Signal wires on met2:
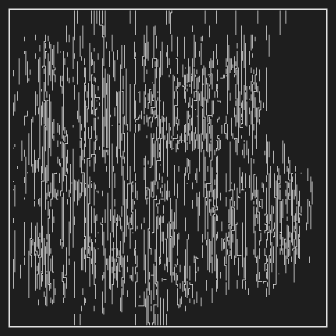
Placement density heat map:
The bar under the picture is 20 um long. The die is cut into 10 by 10 equal tiles; black is low, pale yellow is high, 0 to 100% covered.
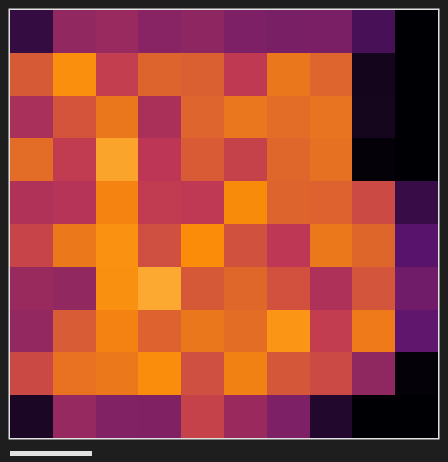
Wire density map:
The bar under the picture is 20 um long. The die is cut into 21 by 21 equal tiles; black is low, pale yellow is high, scaled to the fullest tile. Values are wire area over tile area, all layers added.
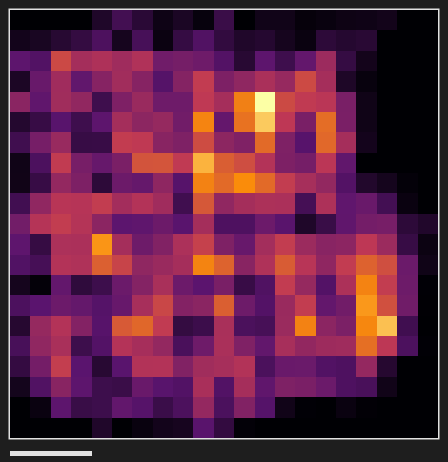
--- config.mk ---
export PLATFORM = sky130hd
export DESIGN_NAME = intdiv_mulrecon
export DESIGN_NICKNAME = d
export VERILOG_FILES = /design/src/rtl/intdiv_mulrecon.sv
export SDC_FILE = /design/constraint.sdc
export NUM_CORES = 1
export LEC_CHECK = 0
export ABC_AREA = 1
export CAP_MARGIN = 10
export CORE_MARGIN = 2
export CORE_UTILIZATION = 46
export DETAILED_ROUTE_END_ITERATION = 6
export PLACE_DENSITY_LB_ADDON = 0.15
export SETUP_SLACK_MARGIN = 0.15
export SYNTH_ARGS = -nofsm -noshare
export SYNTH_HDL_FRONTEND = slang
export SYNTH_SLANG_ARGS = --single-unit
--- constraint.sdc ---
create_clock -name clock -period 3.1 [get_ports clock]
set_clock_uncertainty 0.05 [all_clocks]
set_input_delay 0.465 -clock clock [delete_from_list [all_inputs] [get_ports clock]]
set_output_delay 0.465 -clock clock [all_outputs]
set_load 0.02 [all_outputs]
--- src/rtl/intdiv_mulrecon.sv ---
// Rebuilds the dividend x = z*y + r from a divider result with a radix-2 Booth multiply and checks the remainder contract.
// Latency: out_valid rises N+1 cycles after the accept edge; back-to-back initiation every N+3 cycles.
// Backpressure: the result is held in DONE until out_ready; in_ready is high only in IDLE.
module intdiv_mulrecon #(
  parameter int N  = 8,
  parameter int CW = 4
) (
  input  logic                  clock,
  input  logic                  reset,
  input  logic                  in_valid,
  output logic                  in_ready,
  input  logic signed [N-1:0]   z,
  input  logic signed [N-1:0]   y,
  input  logic signed [N-1:0]   r,
  output logic                  out_valid,
  input  logic                  out_ready,
  output logic signed [2*N-1:0] x_full,
  output logic [N-1:0]          x,
  output logic                  ovf,
  output logic                  rem_ok
);

  typedef enum logic [1:0] {S_IDLE, S_RUN, S_ADD, S_DONE} state_t;

  localparam logic [N:0] ONE_N1 = {{N{1'b0}}, 1'b1};

  state_t                r_state;
  logic signed [N:0]     r_a;        // Booth accumulator, one bit wider than operands
  logic signed [N:0]     r_m;        // sign-extended multiplicand (y)
  logic [N-1:0]          r_q;        // multiplier (z), shifted out as product low half
  logic                  r_qp;       // Booth look-behind bit
  logic [CW-1:0]         r_cnt;
  logic signed [N-1:0]   r_rem;
  logic signed [2*N-1:0] r_x_full;
  logic                  r_ovf;
  logic                  r_rem_ok;
  logic                  r_out_valid;

  logic signed [N:0]     w_a_sum;
  logic [1:0]            w_pair;
  logic [2*N-1:0]        w_prod;
  logic [2*N-1:0]        w_r_ext;
  logic [2*N-1:0]        w_xsum;
  logic [N:0]            w_r_sx;
  logic [N:0]            w_r_mag;
  logic [N:0]            w_y_mag;
  logic                  w_ovf;
  logic                  w_rem_ok;

  assign w_pair  = {r_q[0], r_qp};
  assign w_prod  = {r_a[N-1:0], r_q};
  assign w_r_ext = {{N{r_rem[N-1]}}, r_rem};
  assign w_xsum  = w_prod + w_r_ext;
  assign w_r_sx  = {r_rem[N-1], r_rem};
  // Magnitudes are N+1 bits so that |-2^(N-1)| is representable.
  assign w_r_mag = r_rem[N-1] ? (~w_r_sx + ONE_N1) : w_r_sx;
  assign w_y_mag = r_m[N]     ? (~r_m + ONE_N1)    : r_m;
  assign w_ovf   = !((&w_xsum[2*N-1:N-1]) || !(|w_xsum[2*N-1:N-1]));
  assign w_rem_ok = (r_m != '0) && (w_r_mag < w_y_mag) &&
                    ((r_rem == '0) || (r_rem[N-1] == w_xsum[2*N-1]));

  // Booth add/subtract selected by the current multiplier pair.
  always_comb begin
    w_a_sum = r_a;
    if (w_pair == 2'b10)      w_a_sum = r_a - r_m;
    else if (w_pair == 2'b01) w_a_sum = r_a + r_m;
  end

  assign in_ready  = (r_state == S_IDLE);
  assign out_valid = r_out_valid;
  assign x_full    = r_x_full;
  assign x         = r_x_full[N-1:0];
  assign ovf       = r_ovf;
  assign rem_ok    = r_rem_ok;

  // Control FSM with datapath: accept, N Booth steps, final add of r, hold result.
  always_ff @(posedge clock) begin
    if (reset) begin
      r_state     <= S_IDLE;
      r_a         <= '0;
      r_m         <= '0;
      r_q         <= '0;
      r_qp        <= 1'b0;
      r_cnt       <= '0;
      r_rem       <= '0;
      r_x_full    <= '0;
      r_ovf       <= 1'b0;
      r_rem_ok    <= 1'b0;
      r_out_valid <= 1'b0;
    end else begin
      case (r_state)
        S_IDLE: begin
          if (in_valid) begin
            r_a     <= '0;
            r_m     <= {y[N-1], y};
            r_q     <= z;
            r_qp    <= 1'b0;
            r_rem   <= r;
            r_cnt   <= CW'(N-1);
            r_state <= S_RUN;
          end
        end
        S_RUN: begin
          // Arithmetic right shift of {A, Q, q_prev} after the add.
          r_a  <= {w_a_sum[N], w_a_sum[N:1]};
          r_q  <= {w_a_sum[0], r_q[N-1:1]};
          r_qp <= r_q[0];
          if (r_cnt == '0) r_state <= S_ADD;
          else             r_cnt   <= r_cnt - CW'(1);
        end
        S_ADD: begin
          r_x_full    <= w_xsum;
          r_ovf       <= w_ovf;
          r_rem_ok    <= w_rem_ok;
          r_out_valid <= 1'b1;
          r_state     <= S_DONE;
        end
        S_DONE: begin
          if (out_ready) begin
            r_out_valid <= 1'b0;
            r_state     <= S_IDLE;
          end
        end
        default: r_state <= S_IDLE;
      endcase
    end
  end

endmodule

==> qor.log <==
qor: outcome.status completed
qor: run.number_of_warnings_in_the_stage_logs 37
qor: min_path.timing.hold.worst_endpoint r_cnt[0]$_SDFFE_PP0P_
qor: finish.design.final.nets 847
qor: power_and_ir_drop.clockPowerShare 0.164
qor: finish.most-common-layout-cells nand2_1, inv_1, dfxtp_1
qor: logic_synthesis.yosys.stat.seqShare 0.249
qor: floorplan.fp-row-count 36
qor: logic_synthesis.asyncSetResetFlopFracSynth 0
qor: clock_tree.cts.sinks 58
qor: timing.hold_worst_slack 426 ps
qor: timing.period_used_share 0.800
qor: detailed_routing.dr.first_iter.drc_count 259
qor: floorplan.nWellTaps 133
qor: power_and_ir_drop.p_total 4.56 mW
qor: global_route.grt_pass1_wl 21100 um
qor: finish.num-multi-input-gates 531
qor: power_and_ir_drop.sequentialPowerShare 0.263
qor: finish.clockBufferCount 13
qor: critical_path.cpLargestDelayFamily simple AND/OR/NAND/NOR gates
qor: timing.setup_viol 0
qor: clock_tree.clk_root_buffer_cell clkbuf_8
qor: finish.layoutNonFillerInstCount 907
qor: logic_synthesis.dominantRegCellSynth dfxtp_1
qor: finish.dominant_cells combinational gates
qor: finish.fillerInstances 1017
qor: critical_path.critical-path-top-cell-by-count nand2_1
qor: power_and_ir_drop.static-leakage-power 2.70 nW
qor: finish.area_growth_syn_to_layout 17.8%
qor: logic_synthesis.top_cells_by_area dfxtp_1, nand2_1, ha_1, inv_1, a21oi_1
qor: logic_synthesis.synth-area-yosys 4660 um^2
qor: critical_path.crit-reg2reg-launch r_rem[7]$_SDFFE_PP0P_
qor: critical_path.worst_path_max_delay_cell dfxtp_1
qor: critical_path.crit_cells 15
qor: min_path.hold_start r_cnt[0]$_SDFFE_PP0P_
qor: detailed_routing.met2_length 5920 um
qor: timing.worstMarginPinSlew 789 ps
qor: logic_synthesis.post-synth-top-count-cell nand2_1
qor: finish.insertedDiodeCount 0
qor: clock_tree.insertion_delay 340 ps
qor: clock_tree.cts_made_buffers 9
qor: power_and_ir_drop.power.share.switching 0.475
qor: logic_synthesis.xors_xnors_by_area 0.0338
qor: power_and_ir_drop.power.combinational.fraction 0.573
qor: power_and_ir_drop.power_sequential 1.20 mW
qor: logic_synthesis.syn-cell-area 4660 um^2
qor: placed_design.port_buffers 55
qor: timing.timing.final.max_slew_violations 0
qor: timing.relSlewSlack 0.473
qor: finish.area_share_clock_buf_inv 0.0372
qor: floorplan.chipWidth 105 um
qor: power_and_ir_drop.intPower 2.40 mW
qor: power_and_ir_drop.largestPowerGroup combinational logic
qor: global_route.use_met1 0.304
qor: placed_design.preCtsSetupSlack 684 ps
qor: floorplan.io_pins 56
qor: logic_synthesis.synth-edff-count 0
qor: clock_tree.clkTransAtPathRegs 70 ps
qor: global_route.grt_antenna_before_repair 0
qor: floorplan.placeableCoreArea 9820 um^2
qor: critical_path.critical_path.max_fanout 13
qor: logic_synthesis.synth_cell_type_count 44
qor: global_route.grt_start_max_net_pins 33
qor: placed_design.placed_cells_incl_taps 892
qor: logic_synthesis.postSynthNetCount 800
qor: critical_path.worstPathArrival 2670 ps
qor: clock_tree.post_cts.repair.setup_buffers 0
qor: critical_path.timing.critical_path.to_type flip-flop
qor: finish.nFlopsAndLatches 58
qor: finish.largest_register_ffs 16
qor: critical_path.critPathMaxStageDelay 660 ps
qor: critical_path.crit_required 3290 ps
qor: timing.setup-tns-final 0 ps
qor: detailed_routing.top_layer_used met4
qor: min_path.hold_path_depth 1
qor: clock_tree.cts_tree done
qor: power_and_ir_drop.peakVddDrop 0.526 mV
qor: power_and_ir_drop.clock_power 0.746 mW
qor: finish.seq-cell-share 0.212
qor: floorplan.dieArea 10900 um^2
qor: logic_synthesis.yosysCellCount 723
qor: detailed_routing.wirelength_met1 5860 um
qor: logic_synthesis.top_area_frac 0.249
qor: detailed_routing.routed-wl-met3 563 um
qor: timing.rsz_0062_raised_after_global_routing false
qor: timing.final.setup.worst_slack 620 ps
qor: detailed_routing.drtAntennaViolNets 0
qor: critical_path.timing.reg2reg.worst_path_depth 15
qor: placed_design.gp_congestion 0.942
qor: logic_synthesis.synthMuxAreaShare 0
qor: global_route.gr-total-overflow 0
qor: timing.final_number_of_hold_violating_endpoints 0
qor: logic_synthesis.synth.cells.most_frequent nand2_1, inv_1, dfxtp_1
## Picture notes: 'signal wires on met2'
main direction: vertical
share of all routed wire: 47%
nets with wire on the layer: 700
longest straight run: 37.4 um
wire length on this layer: 5920 um
met2 Usage GRT: 0.404
routed wire length: 12500 um
DR vias: 4820

## Picture notes: 'placement density heat map'
fullest tile: 81%
nearly empty tiles: 8.0%
emptiest ninth of the die: top right
tiles over 75% full: 7.0%
Core Density at Floorplan: 0.474
Post-Route Utilization: 0.559

## Picture notes: 'wire density map'
nearly empty tiles: 14%
densest ninth of the die: middle
fullest tile: 0.64
emptiest ninth of the die: top right
mean over tiles: 0.18
GRT Resource Usage Total: 0.234
routed length per instance: 13.8 um

Power figures rest on the tool's default switching activity, not on a simulated workload.
